==> images/metal_density.png <==
(2 px per µm) 24 x 34 tiles, from dark blue (low) to red (high), scaled to the fullest tile. Values are wire area over tile area, all layers added.
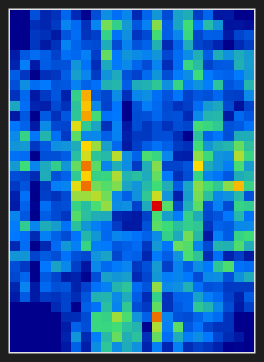
==> images/layer_met3.png <==
(3 px per µm)
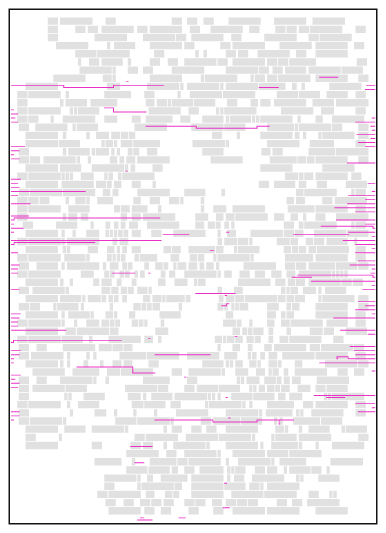
==> images/congestion.png <==
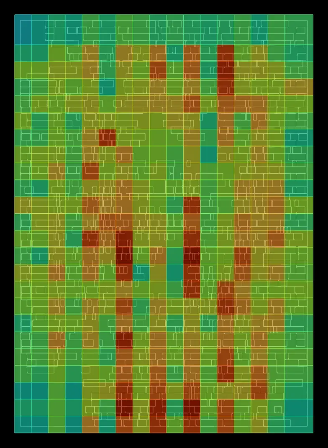
==> images/io_placement.png <==
(3 px per µm) Pins as bars across the die edge, other pins in grey.
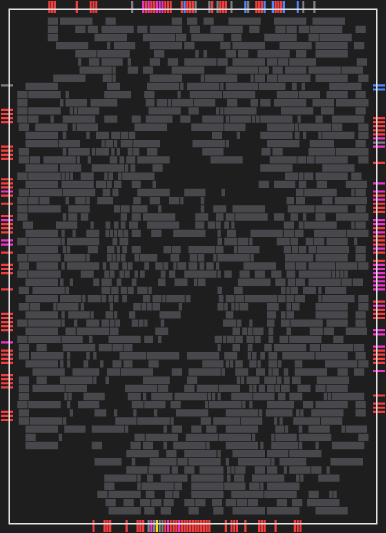
==> images/layer_met2.png <==
(3 px per µm)
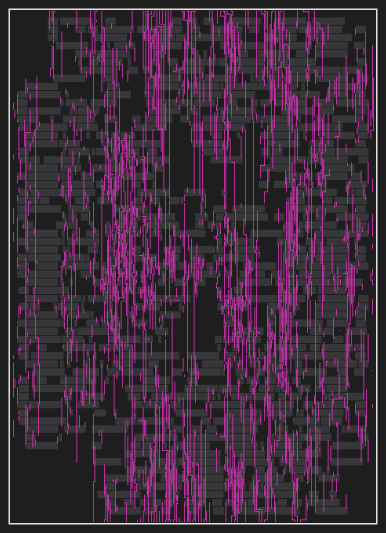
===== src/rtl/csa_add_pkg.sv =====
// Shared sizing helpers for the pipelined carry-save multi-operand adder.
// Level tables are computed at elaboration time from the operand count.
package csa_add_pkg;

  // Operand count entering compressor level k (k = 0 is the raw operand set)
  function automatic int level_ops(int m, int k);
    int c;
    c = m;
    for (int i = 0; i < k; i++) begin
      c = 2 * (c / 3) + (c % 3);
    end
    return c;
  endfunction

  function automatic int levels(int m);
    int c;
    int n;
    c = m;
    n = 0;
    while (c > 2) begin
      c = 2 * (c / 3) + (c % 3);
      n++;
    end
    return n;
  endfunction

  function automatic int out_width(int n, int m);
    return n + $clog2(m);
  endfunction

  // Start index of level k inside a flat vector bus holding every level back to back
  function automatic int ops_offset(int m, int k);
    int s;
    s = 0;
    for (int j = 0; j < k; j++) begin
      s += level_ops(m, j);
    end
    return s;
  endfunction

endpackage


===== src/rtl/csa_row.sv =====
// One W-bit 3:2 compressor row; ci_i fills bit 0 of the shifted carry vector.
module csa_row #(
  parameter int unsigned W = 8
) (
  input  logic [W-1:0] a_i,
  input  logic [W-1:0] b_i,
  input  logic [W-1:0] c_i,
  input  logic         ci_i,
  output logic [W-1:0] s_o,
  output logic [W-1:0] cy_o
);

  logic [W-1:0] maj;

  assign s_o  = a_i ^ b_i ^ c_i;
  assign maj  = (a_i & b_i) | (a_i & c_i) | (b_i & c_i);
  assign cy_o = (maj << 1) | W'(ci_i);

endmodule


===== src/rtl/csa_add_pipe.sv =====
// Elastic multi-operand adder: input register, carry-save tree, carry-propagate output register.
// Define CSA_ADD_LEVEL_REG_EN to register after every compressor level.
module csa_add_pipe
  import csa_add_pkg::*;
#(
  parameter int unsigned N      = 32,
  parameter int unsigned M      = 4,
  parameter int unsigned TAG_W  = 8,
  localparam int unsigned OW    = out_width(N, M)
) (
  input  logic                clk,
  input  logic                rst_n,
  input  logic                in_valid,
  output logic                in_ready,
  input  logic [M-1:0][N-1:0] ops_in,
  input  logic                carry_in,
  input  logic [TAG_W-1:0]    tag_in,
  output logic                out_valid,
  input  logic                out_ready,
  output logic [OW-1:0]       sum_out,
  output logic [TAG_W-1:0]    tag_out
);

  localparam int unsigned L  = levels(M);
  localparam int unsigned NV = ops_offset(M, L + 1);
  localparam int unsigned FB = ops_offset(M, L);
`ifdef CSA_ADD_LEVEL_REG_EN
  localparam int unsigned D  = L + 2;
`else
  localparam int unsigned D  = 2;
`endif

  logic [D-1:0] vld_q;
  logic [D-1:0] vld_d;
  logic [D-1:0] rdy_c;
  logic [D-1:0] up_vld_c;
  logic [D-1:0] ld_c;

  // A stage is ready when empty or when everything downstream lets it drain
  always_comb begin
    logic ok;
    ok    = out_ready;
    rdy_c = '0;
    for (int i = int'(D) - 1; i >= 0; i--) begin
      ok       = !vld_q[i] || ok;
      rdy_c[i] = ok;
    end
  end

  assign up_vld_c = {vld_q[D-2:0], in_valid};
  assign ld_c     = rdy_c & up_vld_c;
  assign vld_d    = ld_c | (vld_q & ~rdy_c);

  always_ff @(posedge clk or negedge rst_n) begin
    if (!rst_n) begin
      vld_q <= '0;
    end else begin
      vld_q <= vld_d;
    end
  end

  assign in_ready  = rdy_c[0];
  assign out_valid = vld_q[D-1];

  logic [M-1:0][N-1:0] s0_ops_q;
  logic                s0_cin_q;
  logic [TAG_W-1:0]    s0_tag_q;

  always_ff @(posedge clk) begin
    if (ld_c[0]) begin
      s0_ops_q <= ops_in;
      s0_cin_q <= carry_in;
      s0_tag_q <= tag_in;
    end
  end

  // vec: inputs of every level back to back; nxt_c: raw outputs of levels 0..L-1
  logic [NV-1:0][OW-1:0]   vec;
  logic [NV-M-1:0][OW-1:0] nxt_c;

  for (genvar i = 0; i < M; i++) begin : g_op
    assign vec[i] = OW'(s0_ops_q[i]);
  end

`ifdef CSA_ADD_LEVEL_REG_EN
  logic [L:0][TAG_W-1:0] tag_v;
  assign tag_v[0] = s0_tag_q;
`endif

  for (genvar k = 0; k < L; k++) begin : g_lvl
    localparam int unsigned CI = level_ops(M, k);
    localparam int unsigned CO = level_ops(M, k + 1);
    localparam int unsigned T  = CI / 3;
    localparam int unsigned IB = ops_offset(M, k);
    localparam int unsigned OB = ops_offset(M, k + 1);

    for (genvar t = 0; t < T; t++) begin : g_row
      csa_row #(.W(OW)) u_row (
        .a_i  (vec[IB + 3*t]),
        .b_i  (vec[IB + 3*t + 1]),
        .c_i  (vec[IB + 3*t + 2]),
        .ci_i ((k == 0 && t == 0) ? s0_cin_q : 1'b0),
        .s_o  (nxt_c[OB - M + 2*t]),
        .cy_o (nxt_c[OB - M + 2*t + 1])
      );
    end

    // Leftover operands skip this level unchanged
    for (genvar r = 0; r < CI - 3*T; r++) begin : g_pass
      assign nxt_c[OB - M + 2*T + r] = vec[IB + 3*T + r];
    end

`ifdef CSA_ADD_LEVEL_REG_EN
    logic [CO-1:0][OW-1:0] lvl_q;
    logic [TAG_W-1:0]      tag_q;

    always_ff @(posedge clk) begin
      if (ld_c[k+1]) begin
        lvl_q <= nxt_c[OB - M +: CO];
        tag_q <= tag_v[k];
      end
    end

    assign vec[OB +: CO] = lvl_q;
    assign tag_v[k+1]    = tag_q;
`else
    assign vec[OB +: CO] = nxt_c[OB - M +: CO];
`endif
  end

  logic [OW-1:0]    so_sum_q;
  logic [TAG_W-1:0] so_tag_q;

  always_ff @(posedge clk) begin
    if (ld_c[D-1]) begin
      so_sum_q <= vec[FB] + vec[FB + 1];
`ifdef CSA_ADD_LEVEL_REG_EN
      so_tag_q <= tag_v[L];
`else
      so_tag_q <= s0_tag_q;
`endif
    end
  end

  assign sum_out = so_sum_q;
  assign tag_out = so_tag_q;

endmodule


===== config.mk =====
export PLATFORM = sky130hd
export DESIGN_NAME = csa_add_pipe
export DESIGN_NICKNAME = d
export VERILOG_FILES = /design/src/rtl/csa_add_pkg.sv /design/src/rtl/csa_row.sv /design/src/rtl/csa_add_pipe.sv
export SDC_FILE = /design/constraint.sdc
export NUM_CORES = 1
export LEC_CHECK = 0
export CORE_AREA = 2 2 120 169
export DETAILED_ROUTE_END_ITERATION = 16
export DIE_AREA = 0 0 122 171
export PLACE_DENSITY_LB_ADDON = 0.3
export SLEW_MARGIN = 10
export SYNTH_ARGS = -nofsm -noshare
export SYNTH_HDL_FRONTEND = slang
export SYNTH_SLANG_ARGS = --single-unit

===== constraint.sdc =====
create_clock -name clk -period 3.8 [get_ports clk]
set_input_delay 0.38 -clock clk [delete_from_list [all_inputs] [get_ports clk]]
set_output_delay 0.38 -clock clk [all_outputs]
set_load 0.005 [all_outputs]

==> results_slide.txt <==
Key Metrics from the Run

Outcome
  – Status: completed

Timing
  – Max Slew Vio Count: 0
  – Clock skew: 7.66 ps
  – RSZ-0062 raised after global routing: true
  – Final hold vios: 0
  – Setup Viol. Count Final: 0
  – Measured slew at the worst slew-check pin: about 1200 ps

GRT
  – Global-route wire length before repair: between 20000 and 30000 µm
  – GRT Residual Overflow: 0

Synthesis
  – Synth Seq Share: 60.3%
  – Syn Nets: approximately 880
  – Synth Flop Type: edfxtp_1
  – Distinct cells, synth: about 48
  – Most frequent cells after synthesis: edfxtp_1, inv_1, fa_1
  – Async SR Flop Fraction: 1.10%

Place
  – Placed Cells: roughly 1100
  – DP HPWL: 13100 µm

Worst setup path
  – CP cell instances: inv_1, fa_1, fa_1, inv_2, ha_4, nand2_2, or3_1, or4_4, a31o_4, o31a_1, a311o_1
  – Crit. Startpoint: s0_ops_q[10]
  – Most frequent CP cell: fa_1
  – Worst Path Required: about 4000 ps
  – CP Capture Type: flip-flop
  – Startpoint types: flip-flop
  – Setup CP Type: reg2reg
  – R2r endpoint: sum_out[32]

Layout
  – Comb area: roughly 3000 µm²
  – Final Instance Count excl. Fillers: 1130
  – Design area: 12100 µm²

Die
  – Core region area: slightly below 20000 µm²
  – Die area: 20900 µm²

Route
  – Metal2 WL: 9900 µm
  – DRC: 0
  – Final ANT Viol Nets: 0
  – DR iter-0 viols: roughly 210

Power and ir drop
  – Switching power: 2130 µW
  – Flop pwr share: a little under two fifths
  – Int Pwr: slightly below 5000 µW

Clock tree
  – Clock Tree Buf Depth: 2
  – Worst skew pair latency: 430 ps

Flow run
  – Tool Warnings: 29
  – Max-cap violation count: 0
About metal_density.png:
tiles over half the peak	8.8%
fullest tile	0.52
nearly empty tiles	7.4%
emptiest ninth of the die	south-west
Wirelength per Cell: 15.1 µm
routed vias: 5455
final wirelength: 17100 µm

About layer_met3.png:
main direction	horizontal
wire length on this layer	950 µm
share of all routed wire	5.6%
longest straight run	49.9 µm
GRT met3 Usage: 4.90%

About congestion.png:
met1 usage: 17.1%
final core occ: 62.0%
busiest grt layer: met2
met2 usage: 33.7%
GRT Total Usage: 17.4%

About io_placement.png:
colour	port	pins	direction	edge
red	ops_in	128	input	38 west, 35 south, 28 east, 27 north
yellow	out_valid	1	output	south
magenta	sum_out	34	output	21 east, 5 west, 5 north, 3 south
blue	tag_out	8	output	6 north, 2 east
all pins by edge	52 east, 46 north, 44 west, 43 south
Die Span Y: 171 µm
PortBufs: 184
Die Width: 122 µm

About layer_met2.png:
wire length on this layer	9900 µm
longest straight run	58.5 µm
main direction	vertical
share of all routed wire	58%
nets with wire on the layer	980

-- sequential cells by signal, summed over array words and instances, names as in the netlist, named ones only --
name / flops
nxt_c: 32
s0_cin_q: 1
s0_ops_q: 96
s0_tag_q: 8
sum_out: 34
tag_out: 8
-- cells by family after synthesis --
logic type	Yosys count	synth area share [%]
DFF	181	60.3
buffers and inverters	169	7.05
AOI/OAI and AO/OA	103	7.67
adders and majority gates	97	18.9
and+or+nand+nor	61	3.60
xor gates and xnor gates	26	2.53
-- cell type report --
cell class	instances	area share (%)
Clock buffer	17	3.53
Clock inverter	15	1.21
Inverter	165	5.13
Multi-Input combinational cell	287	25.4
Sequential cell	181	45.0
Tap cell	252	2.61
Timing Repair Buffer	213	17.2
Power is estimated from default activity; no workload was simulated.
